run_1/cell_density.png
The die is cut into 11 by 11 equal tiles; black is low, pale yellow is high, 0 to 100% covered.
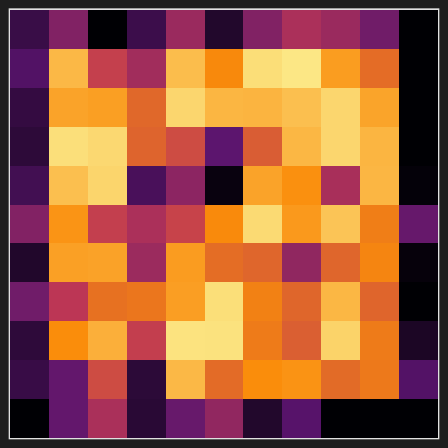
run_1/flops_by_reg.png
Bar = 20 um.
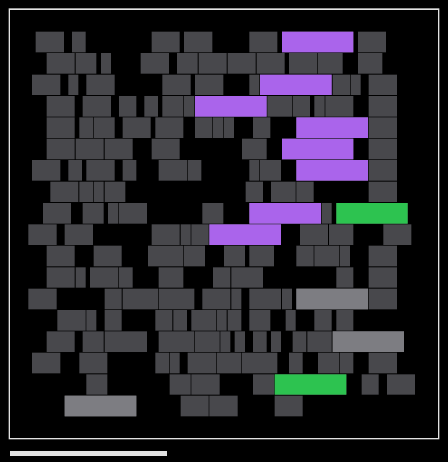
run_1/placement_by_type.png
Bar = 20 um. Fill, decap, tap and diode cells in grey.
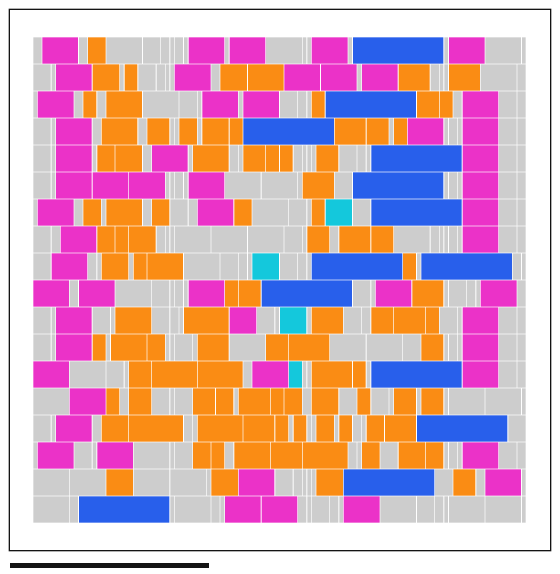
run_1/wires.png
Bar = 20 um. Only two layers are drawn.
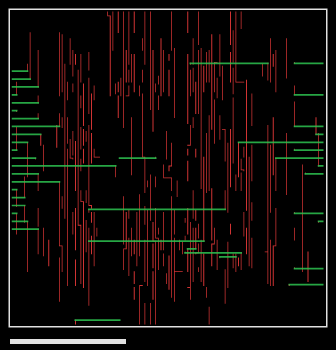
[src/rtl/rr_mux_arbiter.sv]
// N-channel round-robin arbiter feeding a one-entry registered N:1 mux; optional packet lock via ARB_PKT_LOCK_EN.
// Latency: 1 cycle from input transfer to out_valid; one beat per cycle sustained with out_ready high.
// Backpressure: in_ready is combinational from out_ready; a stalled full output register blocks every input.
module rr_mux_arbiter #(
    parameter int N     = 4,
    parameter int WIDTH = 8,
    localparam int SEL_W = $clog2(N)
) (
    input  logic                 clk,
    input  logic                 rst_n,
    input  logic [N-1:0]         in_valid,
    input  logic [N*WIDTH-1:0]   in_data,
    input  logic [N-1:0]         in_last,
    output logic [N-1:0]         in_ready,
    output logic                 out_valid,
    output logic [WIDTH-1:0]     out_data,
    output logic [SEL_W-1:0]     out_sel,
    input  logic                 out_ready
);

    logic               out_vld_q, out_vld_d;
    logic [WIDTH-1:0]   out_dat_q, out_dat_d;
    logic [SEL_W-1:0]   out_sel_q, out_sel_d;
    logic [SEL_W-1:0]   ptr_q, ptr_d;

    logic               load_en;
    logic               grant_vld;
    logic [SEL_W-1:0]   grant_idx;
    logic [SEL_W:0]     cand;
    logic               xfer;
    logic [WIDTH-1:0]   grant_dat;
    logic [SEL_W-1:0]   ptr_next;

`ifdef ARB_PKT_LOCK_EN
    typedef enum logic {IDLE, LOCKED} lock_state_t;
    lock_state_t        state_q, state_d;
    logic [SEL_W-1:0]   lock_ch_q, lock_ch_d;
`else
    logic               unused_last;
    assign unused_last = ^in_last;
`endif

    assign load_en = !out_vld_q || out_ready;

    // Rotating search from ptr; cand carries one spare bit so the wrap test works for any N.
    always_comb begin
        grant_vld = 1'b0;
        grant_idx = '0;
        cand      = '0;
        for (int k = 0; k < N; k++) begin
            cand = {1'b0, ptr_q} + (SEL_W+1)'(k);
            if (cand >= (SEL_W+1)'(N))
                cand = cand - (SEL_W+1)'(N);
            if (!grant_vld && in_valid[cand[SEL_W-1:0]]) begin
                grant_vld = 1'b1;
                grant_idx = cand[SEL_W-1:0];
            end
        end
`ifdef ARB_PKT_LOCK_EN
        // A locked packet owns the mux even while its producer idles.
        if (state_q == LOCKED) begin
            grant_vld = in_valid[lock_ch_q];
            grant_idx = lock_ch_q;
        end
`endif
    end

    assign xfer = load_en && grant_vld;

    always_comb begin
        in_ready  = '0;
        grant_dat = '0;
        for (int i = 0; i < N; i++) begin
            if (grant_idx == SEL_W'(i)) begin
                in_ready[i] = rst_n && xfer;
                grant_dat   = in_data[i*WIDTH +: WIDTH];
            end
        end
    end

    assign ptr_next = (grant_idx == SEL_W'(N-1)) ? '0 : grant_idx + 1'b1;

    always_comb begin
        out_vld_d = out_vld_q;
        out_dat_d = out_dat_q;
        out_sel_d = out_sel_q;
        ptr_d     = ptr_q;
`ifdef ARB_PKT_LOCK_EN
        state_d   = state_q;
        lock_ch_d = lock_ch_q;
`endif
        if (load_en)
            out_vld_d = grant_vld;
        if (xfer) begin
            out_dat_d = grant_dat;
            out_sel_d = grant_idx;
`ifdef ARB_PKT_LOCK_EN
            if (in_last[grant_idx]) begin
                ptr_d   = ptr_next;
                state_d = IDLE;
            end else begin
                state_d   = LOCKED;
                lock_ch_d = grant_idx;
            end
`else
            ptr_d = ptr_next;
`endif
        end
    end

    always_ff @(posedge clk or negedge rst_n) begin
        if (!rst_n) begin
            out_vld_q <= 1'b0;
            out_dat_q <= '0;
            out_sel_q <= '0;
            ptr_q     <= '0;
`ifdef ARB_PKT_LOCK_EN
            state_q   <= IDLE;
            lock_ch_q <= '0;
`endif
        end else begin
            out_vld_q <= out_vld_d;
            out_dat_q <= out_dat_d;
            out_sel_q <= out_sel_d;
            ptr_q     <= ptr_d;
`ifdef ARB_PKT_LOCK_EN
            state_q   <= state_d;
            lock_ch_q <= lock_ch_d;
`endif
        end
    end

    assign out_valid = out_vld_q;
    assign out_data  = out_dat_q;
    assign out_sel   = out_sel_q;

endmodule

[config.mk]
export PLATFORM = sky130hd
export DESIGN_NAME = rr_mux_arbiter
export DESIGN_NICKNAME = d
export VERILOG_FILES = /design/src/rtl/rr_mux_arbiter.sv
export SDC_FILE = /design/constraint.sdc
export NUM_CORES = 1
export LEC_CHECK = 0
export ABC_CLOCK_PERIOD_IN_PS = 7100
export CORE_MARGIN = 2
export CORE_UTILIZATION = 41
export DETAILED_ROUTE_END_ITERATION = 6
export HOLD_SLACK_MARGIN = 0.05
export PLACE_DENSITY_LB_ADDON = 0.05
export SYNTH_ARGS = -nofsm -noshare
export SYNTH_HDL_FRONTEND = slang
export SYNTH_SLANG_ARGS = --single-unit
[constraint.sdc]
create_clock -name clk -period 7.1 [get_ports clk]
set_clock_uncertainty 0.2 [all_clocks]
set_input_delay 1.42 -clock clk [delete_from_list [all_inputs] [get_ports clk]]
set_output_delay 1.42 -clock clk [all_outputs]
set_load 0.02 [all_outputs]
==> Table 3: Implementation characteristics, run 1 <==
Physical implementation characteristics

Parameter                              Value

Status
  Result of the run    completed

Critical path
  Critical path origin    in_valid[3]
  Slowest Stage Delay on Critical Path    0.61 ns
  Required arrival time at the worst endpoint    5.48 ns
  Largest delay contributor family on the critical path    buffers and inverters
  CP startpoint kind    input pin
  Reg-to-reg setup timing slack    4.51 ns
  Cell count along the critical path    7
  Critical-path top delay cell    sky130_fd_sc_hd__clkdlybuf4s50_1
  Worst flop-to-flop path endpoint    out_data[7]$_DFFE_PN0N_
  Worst reg2reg startpoint    ptr_q[1]$_DFFE_PN0N_
  Kind of end point of the critical path    output pin
  WP buf/inv    2

CTS
  Skew-Pair Late Insertion Delay    0.28 ns
  Clock Tree Buf Depth    2
  Number of buffers inserted during clock tree synthesis    3
  Max H-tree Level    1
  Number of cells upsized or downsized after cts    0
  Number of sinks driven by the clock tree    13
  CTS tree    built
  Number of buffers added to fix hold violations after cts    0

Die
  Number of placed I/O pins    58
  Core area    2432 um2
  Core Util at FP    42.80%
  Taps Inserted    30
  Vertical die size    54.39 um
  Width of the die    54.39 um

Placement
  Final HPWL from detailed placement    2355 um
  Cells after DPL    194
  Pre-CTS worst setup slack    1.374 ns
  Number of buffer cells added on primary ports    53
  Post-detailed-placement cell area    1563 um2
  Global placement routability congestion    0.8221

Final timing
  Aggregate negative setup slack    0 ns
  Highest achievable clock rate    173.9 MHz
  Unrepaired setup endpoints after global routing    false
  Worst rel slew slack    51.24%
  Hold violation count in the final report    0
  Pins Over Slew Limit    0
  Portion of the clock cycle consumed by the worst path in the final layout    80.98%
  Tightest Pin Transition    0.7291 ns
  Final setup vio count    0
  Worst Hold Margin    0.3532 ns

Final layout
  Clk_buf instances    4
  Proportion of final cell area spent on non-clock buffers    33.86%
  Inserted Diodes    0
  Buffers excl. clock    54
  Number of flip-flops under the largest register name    8
  Layout cells sized above 1    10.71%
  Final-layout fill cell count    229
  Number of inverters outside the clock class in the layout    10
  Total number of multi-input combinational cells    87
  Top Layout Cells    53 x sky130_fd_sc_hd__clkdlybuf4s50_1, 13 x sky130_fd_sc_hd__nand2_1, 13 x sky130_fd_sc_hd__dfrtp_1
  Combinational gate area    624.3 um2
  Area growth syn-to-layout    52.64%
  Register area    325.3 um2
  Post-route insts no fill    198
  Final core utilization    65.33%
  Clock distribution area overhead in the final layout    1.654%
  Seq cells    13
  Nets    216
  Non-Filler Cell Area, Final    1589 um2
  Sequential share of cell area    20.47%

Detailed routing
  Post-Route M1 WL    1301 um
  Total length of routed met3 wires    229 um
  Residual DRC count    0
  Via count    1107
  Iteration count of the initial detailed-routing pass    4
  Overall routed net length    2996 um
  Highest signal layer in the routed design    met4
  Violation count after the first detailed-routing iteration    13

Global routing
  Global routing met1 resource utilization    28.98%
  Met2 usage in global routing    33.94%
  Overflow left after global routing    0
  Wire length of the first global-routing pass    4595 um
  Vias in the first global route    1018
  Largest net degree at the start of global routing    18
  Met3 global-route usage    6.011%

Power and ir drop
  Leakage power of the design    0.6397 nW
  Maximum ir drop on the vdd rail    167.5 uV
  Sequential Power Share    27.5%
  Max power group    combinational logic
  Switching share of power    42.04%
  Clock-net power    46.2 uW
  Net switching power figure    200.0 uW
  Combinational power    299 uW
  Power Internal    275.8 uW
  Clk pwr share    9.7%
  Power dissipated in sequential cells    131 uW
  Fraction of power consumed by combinational cells    62.7%
  Post-layout power    475.8 uW
  Power density over cell area    299.4 nW/um2

Yosys
  Yosys cell types    36
  FA/HA/MAJ Cells, Area Fraction    4.808%
  Leading register cell type out of synthesis    sky130_fd_sc_hd__dfrtp_1
  Flip-flops with a built-in enable    0
  Simple-Gate Fraction of Synth Area    22.48%
  Instance tally after logic synthesis    119
  Top-area cell share    31.25%
  Fraction of registers with async set or reset after synthesis    100.0%
  Mux area share    2.404%
  Ys flops    13
  XOR Share, Synth    0%
  Number of standard cells reported by yosys    119
  Post-synth seq share    31.25%
  Count of yosys warnings during synthesis    0
  Chip area from the yosys synthesis statistics    1041 um2
  Syn_area_per_cell    8.748 um2
  Post-Synthesis Net Count    166
  Most common library cells after synthesis    13 x sky130_fd_sc_hd__dfrtp_1, 13 x sky130_fd_sc_hd__nand2_1, 10 x sky130_fd_sc_hd__inv_1
  Post-synthesis instance area    1041 um2
  Largest area contributor in the netlist    sky130_fd_sc_hd__dfrtp_1

Worst hold path
  Hold Crit Depth    2
  Hold/Removal Path Class    register to register
  Startpoint of the lowest-slack hold path    out_sel[0]$_DFFE_PN0N_

Run
  Max Cap Violations    0
  Stage-log warning count    33
-- cell_density.png (at the start) --
fullest tile	95%
tiles over 75% full	34%
nearly empty tiles	9.9%
mean over tiles	52%

-- flops_by_reg.png (at the start) --
netlist name	colour	placed flops
out_sel	green	2
out_data	purple	8
not coloured	3

-- placement_by_type.png (at the start) --
class	colour	cells
clock drivers and dummy loads	cyan	4
combinational and other logic	orange	97
sequential cells	blue	13
remaining buffers and delay cells	magenta	54

-- wires.png (at the start) --
layer	colour	wire length
metal 3	green	230 um
metal 2	red	1440 um

==> run 1 -> run 2 <==
ABC_CLOCK_PERIOD_IN_PS = 5600   (was 7100)
CORE_UTILIZATION = 38   (was 41)
clock period = 5.6 ns   (was 7.1 ns; I/O delays follow)
run_2/placement_by_type.png
Bar = 20 um. Fill, decap, tap and diode cells in grey.
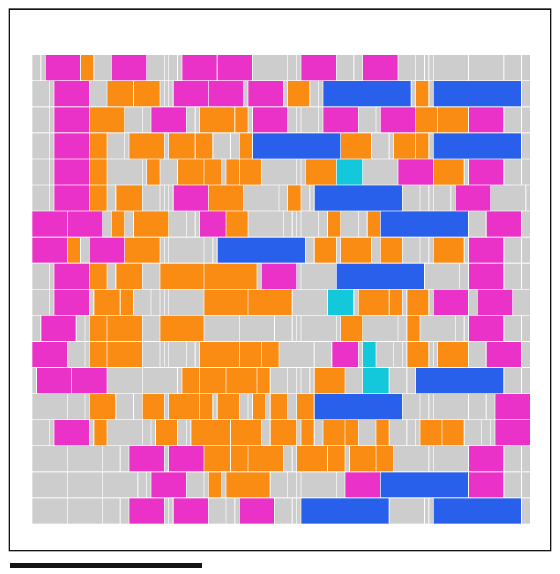
class	colour	cells
combinational and other logic	orange	97
remaining buffers and delay cells	magenta	55
sequential cells	blue	13
clock drivers and dummy loads	cyan	4

run_2/cell_density.png
The die is cut into 11 by 11 equal tiles; black is low, pale yellow is high, 0 to 100% covered.
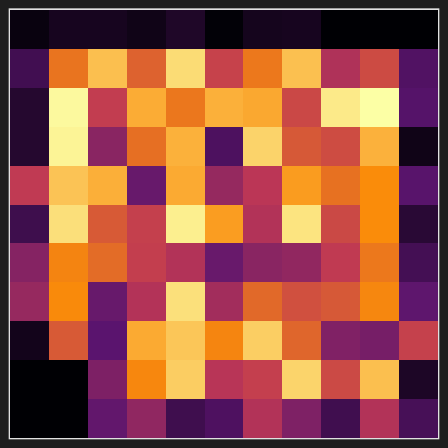
nearly empty tiles	6.6%
fullest tile	100%
mean over tiles	49%

==> run 2 against run 1 <==
Net effect:
- core utilization down 2.6 points
- final cell count is 0.51% higher
- die area rose by 7.3%
- routed wire length decreased by 4.2%
- critical path type unchanged
- sequential power rose by 24%
- area after synthesis unchanged
- largest power group unchanged
- clock power increased by 27%
- worst hold slack worse by 0.034 ns
- power grew 26%
- first-iteration DRC count is 92% higher
==> Table 3: Implementation characteristics, run 2 <==
Physical implementation characteristics

Parameter                              Value

Detailed routing
  Highest signal layer in the routed design    met4 (unchanged)
  Post-Route M1 WL    1334 um (was 1301 um)
  Violation count after the first detailed-routing iteration    25 (was 13)
  Total length of routed met3 wires    204 um (was 229 um)
  Iteration count of the initial detailed-routing pass    4 (unchanged)
  Via count    1111 (was 1107)
  Residual DRC count    0 (unchanged)

Critical path
  Critical path origin    in_valid[3] (unchanged)
  Critical-path top delay cell    sky130_fd_sc_hd__or4_4 (was sky130_fd_sc_hd__clkdlybuf4s50_1)
  Largest delay contributor family on the critical path    simple AND/OR/NAND/NOR gates (was buffers and inverters)
  Cell count along the critical path    6 (was 7)
  Required arrival time at the worst endpoint    4.28 ns (was 5.48 ns)
  Reg-to-reg setup timing slack    3.05 ns (was 4.51 ns)
  Kind of end point of the critical path    output pin (unchanged)
  Slowest Stage Delay on Critical Path    0.68 ns (was 0.61 ns)
  CP startpoint kind    input pin (unchanged)
  Worst reg2reg startpoint    ptr_q[1]$_DFFE_PN0N_ (unchanged)

CTS
  Number of buffers added to fix hold violations after cts    0 (unchanged)
  Number of sinks driven by the clock tree    13 (unchanged)
  Number of cells upsized or downsized after cts    0 (unchanged)
  CTS tree    built (unchanged)
  Skew-Pair Late Insertion Delay    0.27 ns (was 0.28 ns)
  Max H-tree Level    1 (unchanged)
  Clock Tree Buf Depth    2 (unchanged)

Power and ir drop
  Switching share of power    41.30% (was 42.04%)
  Power Internal    351.9 uW (was 275.8 uW)
  Fraction of power consumed by combinational cells    63.0% (was 62.7%)
  Power dissipated in sequential cells    163 uW (was 131 uW)
  Post-layout power    599.5 uW (was 475.8 uW)
  Combinational power    378 uW (was 299 uW)
  Sequential Power Share    27.2% (was 27.5%)
  Leakage power of the design    0.6449 nW (was 0.6397 nW)
  Net switching power figure    247.6 uW (was 200.0 uW)
  Clk pwr share    9.8% (was 9.7%)
  Power density over cell area    375.5 nW/um2 (was 299.4 nW/um2)
  Maximum ir drop on the vdd rail    227.2 uV (was 167.5 uV)
  Max power group    combinational logic (unchanged)

Yosys
  Leading register cell type out of synthesis    sky130_fd_sc_hd__dfrtp_1 (unchanged)
  Post-synth seq share    31.25% (unchanged)
  Top-area cell share    31.25% (unchanged)
  Chip area from the yosys synthesis statistics    1041 um2 (unchanged)
  Simple-Gate Fraction of Synth Area    22.48% (unchanged)
  Syn_area_per_cell    8.748 um2 (unchanged)
  Post-synthesis instance area    1041 um2 (unchanged)
  Flip-flops with a built-in enable    0 (unchanged)
  Post-Synthesis Net Count    166 (unchanged)
  Largest area contributor in the netlist    sky130_fd_sc_hd__dfrtp_1 (unchanged)
  Fraction of registers with async set or reset after synthesis    100.0% (unchanged)
  XOR Share, Synth    0% (unchanged)
  Yosys cell types    36 (unchanged)
  Count of yosys warnings during synthesis    0 (unchanged)
  Number of standard cells reported by yosys    119 (unchanged)
  FA/HA/MAJ Cells, Area Fraction    4.808% (unchanged)
  Ys flops    13 (unchanged)
  Most common library cells after synthesis    13 x sky130_fd_sc_hd__dfrtp_1, 13 x sky130_fd_sc_hd__nand2_1, 10 x sky130_fd_sc_hd__inv_1 (unchanged)
  Instance tally after logic synthesis    119 (unchanged)

Placement
  Number of buffer cells added on primary ports    53 (unchanged)
  Cells after DPL    195 (was 194)
  Final HPWL from detailed placement    2216 um (was 2355 um)
  Post-detailed-placement cell area    1570 um2 (was 1563 um2)
  Global placement routability congestion    0.7777 (was 0.8221)
  Pre-CTS worst setup slack    0.5989 ns (was 1.374 ns)

Final layout
  Post-route insts no fill    199 (was 198)
  Combinational gate area    624.3 um2 (unchanged)
  Final core utilization    62.73% (was 65.33%)
  Clock distribution area overhead in the final layout    1.646% (was 1.654%)
  Top Layout Cells    53 x sky130_fd_sc_hd__clkdlybuf4s50_1, 13 x sky130_fd_sc_hd__nand2_1, 13 x sky130_fd_sc_hd__dfrtp_1 (unchanged)
  Inserted Diodes    0 (unchanged)
  Proportion of final cell area spent on non-clock buffers    34.17% (was 33.86%)
  Nets    217 (was 216)
  Clk_buf instances    4 (unchanged)
  Seq cells    13 (unchanged)
  Area growth syn-to-layout    53.37% (was 52.64%)
  Total number of multi-input combinational cells    87 (unchanged)
  Layout cells sized above 1    11.24% (was 10.71%)
  Final-layout fill cell count    244 (was 229)
  Number of inverters outside the clock class in the layout    10 (unchanged)
  Buffers excl. clock    55 (was 54)
  Non-Filler Cell Area, Final    1597 um2 (was 1589 um2)

Status
  Result of the run    completed (unchanged)

Die
  Width of the die    56.34 um (was 54.39 um)
  Vertical die size    56.34 um (was 54.39 um)
  Number of placed I/O pins    58 (unchanged)
  Core area    2545 um2 (was 2432 um2)
  Core Util at FP    40.90% (was 42.80%)

Global routing
  Global routing met1 resource utilization    24.40% (was 28.98%)
  Largest net degree at the start of global routing    18 (unchanged)
  Met2 usage in global routing    28.40% (was 33.94%)
  Met3 global-route usage    2.995% (was 6.011%)
  Wire length of the first global-routing pass    4560 um (was 4595 um)
  Vias in the first global route    1020 (was 1018)

Worst hold path
  Hold Crit Depth    2 (unchanged)
  Hold/Removal Path Class    register to register (unchanged)

Final timing
  Pins Over Slew Limit    0 (unchanged)
  Unrepaired setup endpoints after global routing    false (unchanged)
  Aggregate negative setup slack    0 ns (unchanged)
  Worst rel slew slack    50.14% (was 51.24%)
  Hold violation count in the final report    0 (unchanged)
  Highest achievable clock rate    199.6 MHz
  Portion of the clock cycle consumed by the worst path in the final layout    89.46%

Run
  Max Cap Violations    0 (unchanged)
No activity file was given, so power comes from the tool's default toggle rates.
